metal_density.png
The bar under the picture is 50 um long. 23 x 23 tiles, from dark purple (low) to yellow (high), scaled to the fullest tile. Values are wire area over tile area, all layers added.
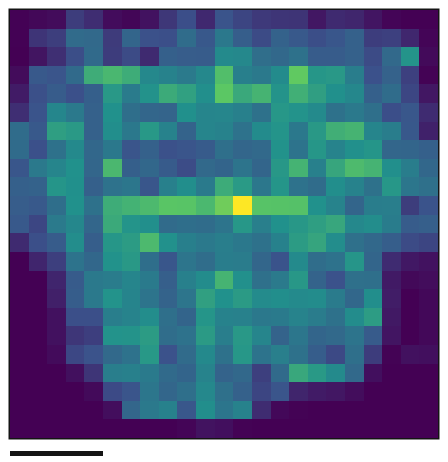
sizes.png
The bar under the picture is 50 um long.
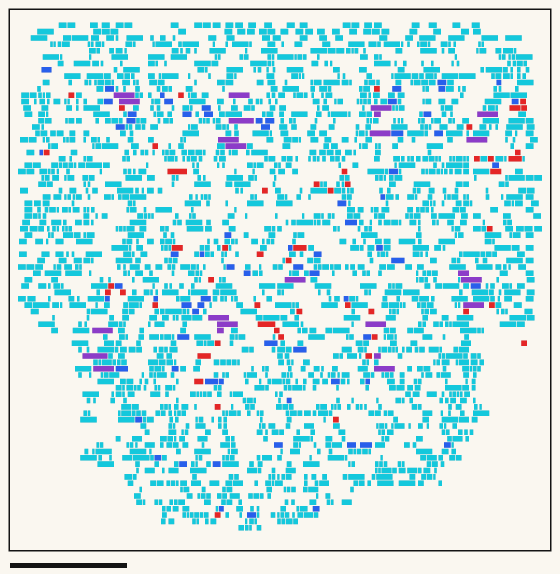
layer_met4.png
The bar under the picture is 50 um long. Supply wires on this layer in grey.
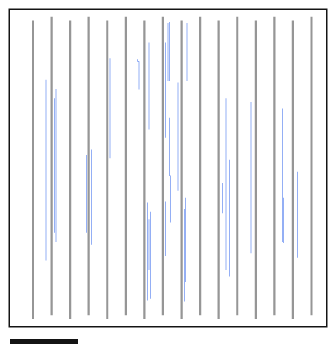
$ cat config.mk
export PLATFORM = sky130hd
export DESIGN_NAME = muldiv_unit
export DESIGN_NICKNAME = d
export VERILOG_FILES = /design/src/rtl/muldiv_unit.sv
export SDC_FILE = /design/constraint.sdc
export NUM_CORES = 1
export LEC_CHECK = 0
export ABC_AREA = 0
export CAP_MARGIN = 10
export CORE_MARGIN = 3
export CORE_UTILIZATION = 30
export DETAILED_ROUTE_END_ITERATION = 6
export PLACE_DENSITY = 0.46
export REMOVE_ABC_BUFFERS = 1
export SLEW_MARGIN = 15
export SYNTH_ARGS = -nofsm -noshare
export SYNTH_HDL_FRONTEND = slang
export SYNTH_SLANG_ARGS = --single-unit
export TNS_END_PERCENT = 100
$ cat constraint.sdc
create_clock -name clk -period 9.55 [get_ports clk]
set_clock_uncertainty 0.1 [all_clocks]
set_input_delay 1.4325 -clock clk [delete_from_list [all_inputs] [get_ports clk]]
set_output_delay 1.4325 -clock clk [all_outputs]
set_load 0.01 [all_outputs]
$ cat src/rtl/muldiv_unit.sv
// Iterative multiply/divide unit that owns the HI/LO registers (MULT/MULTU/DIV/DIVU, MTHI/MTLO).
// Optional MULDIV_FAST_MULT_EN: single-cycle combinational multiplier for MULT/MULTU.
module muldiv_unit #(
    parameter int unsigned WIDTH = 32,
    parameter int unsigned ITER  = 32
) (
    input  logic             clk,
    input  logic             reset,
    input  logic             start,
    input  logic [1:0]       op,
    input  logic [WIDTH-1:0] a,
    input  logic [WIDTH-1:0] b,
    input  logic             hi_we,
    input  logic             lo_we,
    input  logic [WIDTH-1:0] wdata,
    output logic             busy,
    output logic             done,
    output logic [WIDTH-1:0] hi,
    output logic [WIDTH-1:0] lo
);

    localparam int unsigned CNT_W = $clog2(ITER);
    localparam int unsigned DW    = 2 * WIDTH;

    typedef enum logic [1:0] {IDLE, RUN, FINISH} state_t;

    state_t             state_q, state_d;
    logic [CNT_W-1:0]   cnt_q, cnt_d;
    logic               is_div_q, is_div_d;
    logic               neg_q, neg_d;
    logic               rem_neg_q, rem_neg_d;
    logic [WIDTH-1:0]   op_m_q, op_m_d;
    logic [WIDTH-1:0]   acc_hi_q, acc_hi_d;
    logic [WIDTH-1:0]   acc_lo_q, acc_lo_d;
    logic [WIDTH-1:0]   hi_q, hi_d;
    logic [WIDTH-1:0]   lo_q, lo_d;
    logic               busy_q, busy_d;
    logic               done_q, done_d;

    // Operand conditioning at launch
    logic               is_signed;
    logic               a_neg, b_neg;
    logic [WIDTH-1:0]   a_abs, b_abs;

    // One serial iteration of each datapath
    logic [WIDTH:0]     mul_sum;
    logic [WIDTH-1:0]   mul_hi_n, mul_lo_n;
    logic [WIDTH:0]     div_sh;
    logic [WIDTH+1:0]   div_diff;
    logic               div_ge;
    logic [WIDTH-1:0]   div_hi_n, div_lo_n;
    logic [WIDTH-1:0]   it_hi, it_lo;

    // Sign-corrected final result
    logic [DW-1:0]      prod_raw, prod_fix;
    logic [WIDTH-1:0]   res_hi, res_lo;

    always_comb begin
        is_signed = ~op[0];
        a_neg     = is_signed & a[WIDTH-1];
        b_neg     = is_signed & b[WIDTH-1];
        a_abs     = a_neg ? WIDTH'(-a) : a;
        b_abs     = b_neg ? WIDTH'(-b) : b;
    end

    // Shift-add multiply: multiplier sits in acc_lo and shifts out as product bits shift in
    always_comb begin
        mul_sum  = {1'b0, acc_hi_q} + (acc_lo_q[0] ? {1'b0, op_m_q} : '0);
        mul_hi_n = mul_sum[WIDTH:1];
        mul_lo_n = {mul_sum[0], acc_lo_q[WIDTH-1:1]};
    end

    // Restoring divide: dividend shifts out of acc_lo, quotient bits shift in
    always_comb begin
        div_sh   = {acc_hi_q, acc_lo_q[WIDTH-1]};
        div_diff = {1'b0, div_sh} - {2'b00, op_m_q};
        div_ge   = ~div_diff[WIDTH+1];
        div_hi_n = WIDTH'(div_ge ? div_diff[WIDTH:0] : div_sh);
        div_lo_n = {acc_lo_q[WIDTH-2:0], div_ge};
        it_hi    = is_div_q ? div_hi_n : mul_hi_n;
        it_lo    = is_div_q ? div_lo_n : mul_lo_n;
    end

`ifdef MULDIV_FAST_MULT_EN
    logic fast_q, fast_d;

    always_comb begin
        prod_raw = fast_q ? (DW'(op_m_q) * DW'(acc_lo_q)) : {it_hi, it_lo};
    end
`else
    always_comb begin
        prod_raw = {it_hi, it_lo};
    end
`endif

    always_comb begin
        prod_fix = neg_q ? DW'(-prod_raw) : prod_raw;
        if (is_div_q) begin
            res_lo = neg_q ? WIDTH'(-it_lo) : it_lo;
            res_hi = rem_neg_q ? WIDTH'(-it_hi) : it_hi;
        end else begin
            res_lo = prod_fix[WIDTH-1:0];
            res_hi = prod_fix[DW-1:WIDTH];
        end
    end

    // Next-state and register update logic
    always_comb begin
        state_d   = state_q;
        cnt_d     = cnt_q;
        is_div_d  = is_div_q;
        neg_d     = neg_q;
        rem_neg_d = rem_neg_q;
        op_m_d    = op_m_q;
        acc_hi_d  = acc_hi_q;
        acc_lo_d  = acc_lo_q;
        hi_d      = hi_q;
        lo_d      = lo_q;
        busy_d    = busy_q;
        done_d    = 1'b0;
`ifdef MULDIV_FAST_MULT_EN
        fast_d    = fast_q;
`endif
        case (state_q)
            IDLE, FINISH: begin
                state_d = IDLE;
                busy_d  = 1'b0;
                if (hi_we) hi_d = wdata;
                if (lo_we) lo_d = wdata;
                if (start) begin
                    state_d   = RUN;
                    busy_d    = 1'b1;
                    is_div_d  = op[1];
                    acc_hi_d  = '0;
                    cnt_d     = CNT_W'(ITER - 1);
                    rem_neg_d = a_neg;
                    if (op[1]) begin
                        op_m_d   = b_abs;
                        acc_lo_d = a_abs;
                        // Divide by zero keeps the all-ones quotient unsigned
                        neg_d    = (a_neg ^ b_neg) & (b != '0);
                    end else begin
                        op_m_d   = a_abs;
                        acc_lo_d = b_abs;
                        neg_d    = a_neg ^ b_neg;
                    end
`ifdef MULDIV_FAST_MULT_EN
                    fast_d = ~op[1];
                    if (!op[1]) cnt_d = '0;
`endif
                end
            end
            RUN: begin
                acc_hi_d = it_hi;
                acc_lo_d = it_lo;
                cnt_d    = cnt_q - CNT_W'(1);
                if (cnt_q == '0) begin
                    state_d = FINISH;
                    cnt_d   = '0;
                    busy_d  = 1'b0;
                    done_d  = 1'b1;
                    hi_d    = res_hi;
                    lo_d    = res_lo;
                end
            end
            default: begin
                state_d = IDLE;
                busy_d  = 1'b0;
            end
        endcase
    end

    always_ff @(posedge clk) begin
        if (reset) begin
            state_q   <= IDLE;
            cnt_q     <= '0;
            is_div_q  <= 1'b0;
            neg_q     <= 1'b0;
            rem_neg_q <= 1'b0;
            op_m_q    <= '0;
            acc_hi_q  <= '0;
            acc_lo_q  <= '0;
            hi_q      <= '0;
            lo_q      <= '0;
            busy_q    <= 1'b0;
            done_q    <= 1'b0;
`ifdef MULDIV_FAST_MULT_EN
            fast_q    <= 1'b0;
`endif
        end else begin
            state_q   <= state_d;
            cnt_q     <= cnt_d;
            is_div_q  <= is_div_d;
            neg_q     <= neg_d;
            rem_neg_q <= rem_neg_d;
            op_m_q    <= op_m_d;
            acc_hi_q  <= acc_hi_d;
            acc_lo_q  <= acc_lo_d;
            hi_q      <= hi_d;
            lo_q      <= lo_d;
            busy_q    <= busy_d;
            done_q    <= done_d;
`ifdef MULDIV_FAST_MULT_EN
            fast_q    <= fast_d;
`endif
        end
    end

    assign busy = busy_q;
    assign done = done_q;
    assign hi   = hi_q;
    assign lo   = lo_q;

endmodule
==> results.txt <==
Results of the implementation run.

The mean cell area of the mapped netlist came out at 7.200 sq um. The total number of cells along the worst setup path is 21. Before antenna repair, the detailed router went through 5 iterations. The share of flip-flops with an asynchronous set or reset came out at 0%. Detailed placement ended at an HPWL of 49.68 mm. For reference, the top cells by area after synthesis are dfxtp_1, nand2_1, a21oi_1, ha_1, nor2_1.

The detailed router placed 16240 vias in this run. The launch point of the worst path is op_m_q[24]. STA classifies the critical path endpoint as a flip-flop. The post-synthesis sequential area ratio came out at 22.56%.

Counting both buffers and inverters, the worst setup path holds a total of 1. The number of instances in the synthesized netlist is 2108. In this run the critical path is formed by inv_1, ha_1, a21oi_1, o21ai_0, a22oi_1, nand2_1, nor2_2, a21o_1, ha_1, o21ai_0, nor4bb_1, and2_1, nand2_1, or4_1, and2_1, nor3_1, a31o_2, xnor2_1, o21ai_1, nand2_1, a21oi_1. The global-route track usage on met1 came out at 32.55%. The floorplan step defined a core boundary enclosing 49460 sq um. The instance area after placement came out at 17450 sq um. Of the total power, registers draw 32.4%.

The internal cell power is 1566 uW. Global routing put the most usage on met2. The number of cells in the yosys synthesis report is 2108. In this run the clock root is driven by a clkbuf_16. 0 antenna diodes ended up in the layout.

For this design, the CTS-stage hold fixing added 0 buffers. The final timing report lists a max-slew violation count of 0. The initial antenna violation count came out at 0. The met1 wire length is 30.83 mm. The first global-routing pass estimated 98.01 mm of wire. Of the total synthesized cell area, the portion taken by XOR and XNOR cells is 8.483%. The AND-OR/OR-AND share of the synthesized area is 30.53%. The report counts max-capacitance violations totalling 0.

The flow ran to the end, and the final reports show no timing, DRC or antenna violations. The share of the core filled with cells came out at 36.50%. The final non-filler cell area is 18050 sq um. The worst slack after detailed placement came out at 2.990 ns.

The share of the clock period used by the worst path after layout is 70.98%. The standard-cell row count came out at 81.
-- metal_density.png (at the start) --
The densest ninth of the die: middle. The fullest tile reaches 0.62. The mean over all tiles is 0.19. 14% of the tiles are nearly empty. 16% of the tiles are over half the peak.

-- sizes.png (at the start) --
Key: _3 and _4 cells = red [cells 50]; _2 cells = blue [cells 71]; _6 and larger = purple [cells 24]; _0 and _1 cells = cyan [cells 2062]

-- layer_met4.png (at the start) --
26 nets have wire on it. The layer carries 1850 um of wire. The layer holds 2.8% of the routed length. The wires run mostly vertical. The longest straight run is 132 um.

-- area by class of cell --
type	count	area [sq um]	share of cell area [%]
clock buffers	20	467.9	2.592
clock inverters	11	132.6	0.7347
inverters	62	232.7	1.289
multi-input cells	1742	11040	61.15
flip-flops and latches	171	3427	18.98
well taps	664	830.8	4.602
repair buffers	201	1922	10.65
-- synthesized netlist by cell type (19+ instances only) --
cell type and instances:
a211oi_1 39, a21o_1 32, a21oi_1 185, a311oi_1 37, a31oi_1 34, and2_1 49, and3_1 21, clkbuf_1 104
dfxtp_1 171, ha_1 69, inv_1 60, mux2_2 19, mux2i_1 23, nand2_1 283, nand3_1 41, nor2_1 210
nor3_1 45, nor4_1 19, o211ai_1 54, o21ai_0 126, o31ai_1 24, xnor2_1 85, xor2_1 62
No activity file was given, so power comes from the tool's default toggle rates.
